<file path="src/rtl/vreg_xbar.sv">
`default_nettype none
// ============================================================================
//  Module   : vreg_xbar
//  Purpose  : Lane-to-register-bank crossbar for one vector core. Each bank
//             has its own round-robin arbiter. The bank access is registered,
//             and read data returns to the requesting lane 3 cycles after
//             the request is accepted.
//  Revision : 1.0 - initial release
// ============================================================================
module vreg_xbar #(
   parameter int NUM_LANES = 4,
   parameter int NUM_BANKS = 4,
   parameter int ADDR_W    = 8,
   parameter int DATA_W    = 64,
   localparam int BANK_W   = $clog2(NUM_BANKS),
   localparam int IN_W     = ADDR_W - BANK_W
) (
   input  logic                        clk,
   input  logic                        reset,
   input  logic [NUM_LANES-1:0]        req_valid,
   output logic [NUM_LANES-1:0]        req_ready,
   input  logic [NUM_LANES-1:0]        req_we,
   input  logic [NUM_LANES*ADDR_W-1:0] req_addr,
   input  logic [NUM_LANES*DATA_W-1:0] req_wdata,
   output logic [NUM_LANES-1:0]        rsp_valid,
   output logic [NUM_LANES*DATA_W-1:0] rsp_rdata,
   output logic [NUM_BANKS-1:0]        bank_valid,
   output logic [NUM_BANKS-1:0]        bank_we,
   output logic [NUM_BANKS*IN_W-1:0]   bank_addr,
   output logic [NUM_BANKS*DATA_W-1:0] bank_wdata,
   input  logic [NUM_BANKS*DATA_W-1:0] bank_rdata
);

   localparam int LANE_W = (NUM_LANES > 1) ? $clog2(NUM_LANES) : 1;

   logic [BANK_W-1:0] lane_bank [NUM_LANES];
   logic [LANE_W-1:0] rr_ptr    [NUM_BANKS];
   logic [LANE_W-1:0] win_lane  [NUM_BANKS];
   logic [NUM_BANKS-1:0] win_any;

   logic              sel_we    [NUM_BANKS];
   logic [IN_W-1:0]   sel_addr  [NUM_BANKS];
   logic [DATA_W-1:0] sel_wdata [NUM_BANKS];

   // Tag pipe: stage 1 travels with the bank strobe, stage 2 lines up with bank_rdata
   logic [NUM_BANKS-1:0] s1_rd;
   logic [NUM_BANKS-1:0] s2_rd;
   logic [LANE_W-1:0]    s1_lane [NUM_BANKS];
   logic [LANE_W-1:0]    s2_lane [NUM_BANKS];

   logic [NUM_LANES-1:0] rsp_hit;
   logic [DATA_W-1:0]    rsp_sel [NUM_LANES];

   generate
      for (genvar l = 0; l < NUM_LANES; l++) begin : g_lane_bank
         assign lane_bank[l] = req_addr[l*ADDR_W +: BANK_W];
      end
   endgenerate

   // Per-bank round-robin: first requesting lane at or after the bank's pointer wins
   always_comb begin
      int idx;
      idx       = 0;
      win_any   = '0;
      req_ready = '0;
      for (int b = 0; b < NUM_BANKS; b++) begin
         win_lane[b] = '0;
         for (int k = 0; k < NUM_LANES; k++) begin
            idx = int'(rr_ptr[b]) + k;
            if (idx >= NUM_LANES) idx = idx - NUM_LANES;
            if (!win_any[b] && req_valid[idx] && (lane_bank[idx] == BANK_W'(b))) begin
               win_any[b]  = 1'b1;
               win_lane[b] = LANE_W'(idx);
            end
         end
      end
      for (int b = 0; b < NUM_BANKS; b++) begin
         if (win_any[b]) req_ready[win_lane[b]] = 1'b1;
      end
   end

   // Route the winning lane's command fields onto each bank
   always_comb begin
      for (int b = 0; b < NUM_BANKS; b++) begin
         sel_we[b]    = req_we[win_lane[b]];
         sel_addr[b]  = req_addr[int'(win_lane[b])*ADDR_W + BANK_W +: IN_W];
         sel_wdata[b] = req_wdata[int'(win_lane[b])*DATA_W +: DATA_W];
      end
   end

   // Bank command stage, arbiter pointers and the response tag pipe
   always_ff @(posedge clk or negedge reset) begin
      if (!reset) begin
         bank_valid <= '0;
         bank_we    <= '0;
         bank_addr  <= '0;
         bank_wdata <= '0;
         s1_rd      <= '0;
         s2_rd      <= '0;
         for (int b = 0; b < NUM_BANKS; b++) begin
            rr_ptr[b]  <= '0;
            s1_lane[b] <= '0;
            s2_lane[b] <= '0;
         end
      end else begin
         for (int b = 0; b < NUM_BANKS; b++) begin
            bank_valid[b] <= win_any[b];
            bank_we[b]    <= win_any[b] & sel_we[b];
            s1_rd[b]      <= win_any[b] & ~sel_we[b];
            s1_lane[b]    <= win_lane[b];
            s2_rd[b]      <= s1_rd[b];
            s2_lane[b]    <= s1_lane[b];
            if (win_any[b]) begin
               bank_addr[b*IN_W +: IN_W]      <= sel_addr[b];
               bank_wdata[b*DATA_W +: DATA_W] <= sel_wdata[b];
               if (int'(win_lane[b]) == NUM_LANES - 1) rr_ptr[b] <= '0;
               else                                    rr_ptr[b] <= win_lane[b] + 1'b1;
            end
         end
      end
   end

   // Steer each bank's returning read data to the lane recorded in its tag
   always_comb begin
      rsp_hit = '0;
      for (int l = 0; l < NUM_LANES; l++) rsp_sel[l] = '0;
      for (int b = 0; b < NUM_BANKS; b++) begin
         if (s2_rd[b]) begin
            rsp_hit[s2_lane[b]] = 1'b1;
            rsp_sel[s2_lane[b]] = bank_rdata[b*DATA_W +: DATA_W];
         end
      end
   end

   // Response register; data holds its last value while rsp_valid is low
   always_ff @(posedge clk or negedge reset) begin
      if (!reset) begin
         rsp_valid <= '0;
         rsp_rdata <= '0;
      end else begin
         rsp_valid <= rsp_hit;
         for (int l = 0; l < NUM_LANES; l++) begin
            if (rsp_hit[l]) rsp_rdata[l*DATA_W +: DATA_W] <= rsp_sel[l];
         end
      end
   end

endmodule
`default_nettype wire

</file>
<file path="config.mk">
export PLATFORM = sky130hd
export DESIGN_NAME = vreg_xbar
export DESIGN_NICKNAME = d
export VERILOG_FILES = /design/src/rtl/vreg_xbar.sv
export SDC_FILE = /design/constraint.sdc
export NUM_CORES = 2
export LEC_CHECK = 0
export ABC_AREA = 1
export CORE_AREA = 2 2 433 435
export CTS_CLUSTER_DIAMETER = 200
export CTS_CLUSTER_SIZE = 28
export DETAILED_ROUTE_END_ITERATION = 8
export DIE_AREA = 0 0 435 437
export PLACE_DENSITY = 0.44
export SYNTH_ARGS = -nofsm -noshare
export SYNTH_HDL_FRONTEND = slang
export SYNTH_SLANG_ARGS = --single-unit
export TNS_END_PERCENT = 10
</file>
<file path="constraint.sdc">
create_clock -name clk -period 3.6 [get_ports clk]
set_input_delay 0.72 -clock clk [delete_from_list [all_inputs] [get_ports clk]]
set_output_delay 0.72 -clock clk [all_outputs]
set_load 0.02 [all_outputs]
</file>
Power grid:
Scale: 1 px per um. Pins as bars on the die edge. Tap cells in grey.
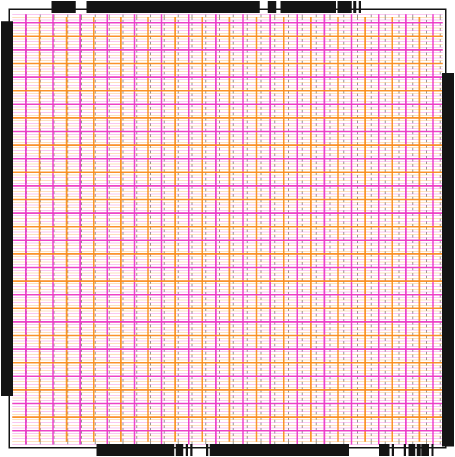
| net | colour |
|---|---|
| VDD | orange |
| VSS | magenta |
met5 straps: 31
signal pins: 1106
rows: 158

Placement view:
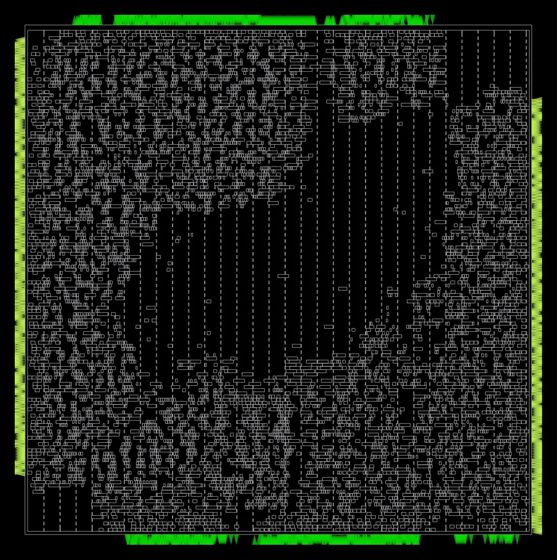
area of the core: 0.1850 sq mm
FP Rows: 158

Signal wires by layer:
Scale: 1 px per um. Only two layers are drawn.
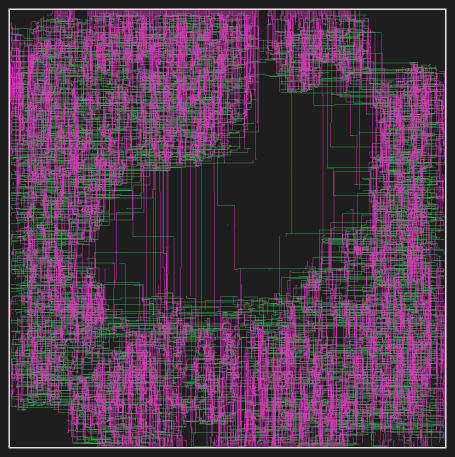
| layer | colour | wire length |
|---|---|---|
| metal 1 | green | 101 mm |
| metal 2 | magenta | 123 mm |

Signal wires on met2:
Scale: 1 px per um. Cells faint in the background.
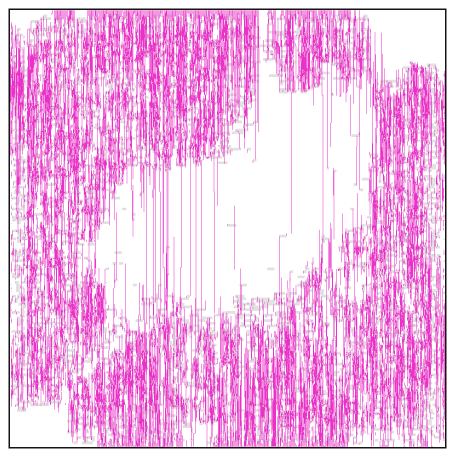
nets with wire on the layer: 5520
main direction: vertical
longest straight run: 179 um

I/O pins on the die edge:
Scale: 1 px per um. Pins as bars across the die edge, other pins in grey.
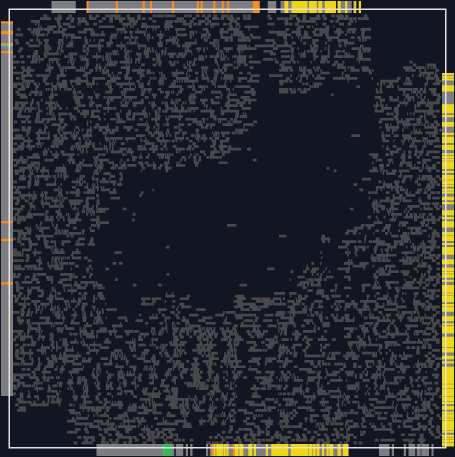
| port | colour | pins | direction | edge |
|---|---|---|---|---|
| `req_we` | green | 4 | input | south |
| `clk` | cyan | 1 | input | west |
| `bank_rdata` | yellow | 256 | input | 150 east, 65 south, 41 north |
| `bank_addr` | orange | 24 | output | 14 north, 8 west, 2 south |
all pins by edge: 291 north, 275 west, 274 east, 266 south

[layer usage]
layer  track usage  share of wire  vias up
met5             0         0.0018        -
met4        0.1139          0.045       72
met3       0.04960          0.078      455
met2        0.4301           0.48     2632
met1        0.3187           0.40    23970
li1              -              -    21990
[final cells by class]
type	count	area, sq um
inverter	420	1598
clock buffer	25	625.6
antenna	46	115.1
fill	20250	129700
multi-input combinational	4497	21720
clock inverter	2	12.51
sequential	580	14520
timing repair buffer	1372	13670
tap	2480	3103
[sequential cells by signal (all words and copies together), names as in the netlist]
register,cells
bank_wdata,256
s1_lane,8
bank_we,4
bank_valid,4
s2_lane,8
s2_rd,4
rsp_rdata,256
rr_ptr,8
s1_rd,4
rsp_valid,4
bank_addr,24
[Yosys cell counts (3+ instances only)]
master       n
nand2_1   1681
nand3_1   1400
dfrtp_1    580
o21ai_0    473
inv_1      402
nor2_1     353
clkbuf_1   270
a21oi_1    264
a221oi_1   254
buf_2      152
buf_1       69
buf_4       23
inv_2       17
ha_1        13
nand4_1     10
nor3_1      10
nand2_2      8
nor2_2       5
o211ai_1     5
o21ai_1      4
buf_6        3
o21ai_2      3
[repair_timing]
action                                  in CTS  in global routing
gates cloned                                 1                  2
endpoints found under the setup margin       4                 42
hold endpoints to repair                    37                  0
pin swaps                                   21                 32
hold buffers                                 1                  0
gates resized                               87                 58
buffers inserted                             9                  5
[kinds of logic (layout without fill, tap and decap cells)]
| logic type | Yosys count | in the layout | share of synthesized area |
|---|---|---|---|
| flops | 580 | 580 | 0.3678 |
| fa+ha+maj | 13 | 13 | 0.004122 |
| xor+xnor | 4 | 4 | 0.0008880 |
| simple gates | 3471 | 3471 | 0.3767 |
| other cells | 0 | 46 | 0 |
| buf+inv | 939 | 1819 | 0.09703 |
| compound gates | 1009 | 1009 | 0.1534 |
==> run summary <==
run results: Ys Warns=0, RSZ-0062 raised after global routing=true, sequential share of power=0.193, Crit Reg-Reg Startpoint=rr_ptr[2], Largest Pwr Group=combinational cells, full die area=0.1901 sq mm, Final setup viols=4, final instance area=between 0.05 and 0.06 sq mm, GRT Overall Usage=0.2567, initial antenna violation count=88, Synth area leaders=dfrtp_1 (37%), nand3_1 (18%), nand2_1 (16%), o21ai_0 (6.0%), a221oi_1 (5.6%), dpl cells=9331, failing checks=negative setup slack, status=complete, but fails checks, TNS Setup=-0.3463 ns, main flop type=dfrtp_1, CP delay by family, top=buffers and inverters, Top cell area share=0.3678, Skew-Pair Late Insertion Delay=0.70 ns, Sw Ratio=0.5818, Cell Type Count=34, routed vias=49120, Top Layout Cells=nand2_1 (1659), nand3_1 (1383), clkdlybuf4s50_1 (1088), RR Endpoint=bank_wdata[137], Crit. Startpoint=rr_ptr[4], Comb group=48.7 mW, setup ws final=-0.1040 ns, clock transition at the registers of the reported paths=approximately 0.12 ns, Log Warnings=61, vias in the first global route=46020, pre-CTS WS=-0.8616 ns, CTS Root Cell=clkbuf_16, clock skew=~0.054 ns, Initial DRC Count=5391, number of buffers created by CTS=24, Max-Cap Viols=0
Power and IR drop assume default switching activity.
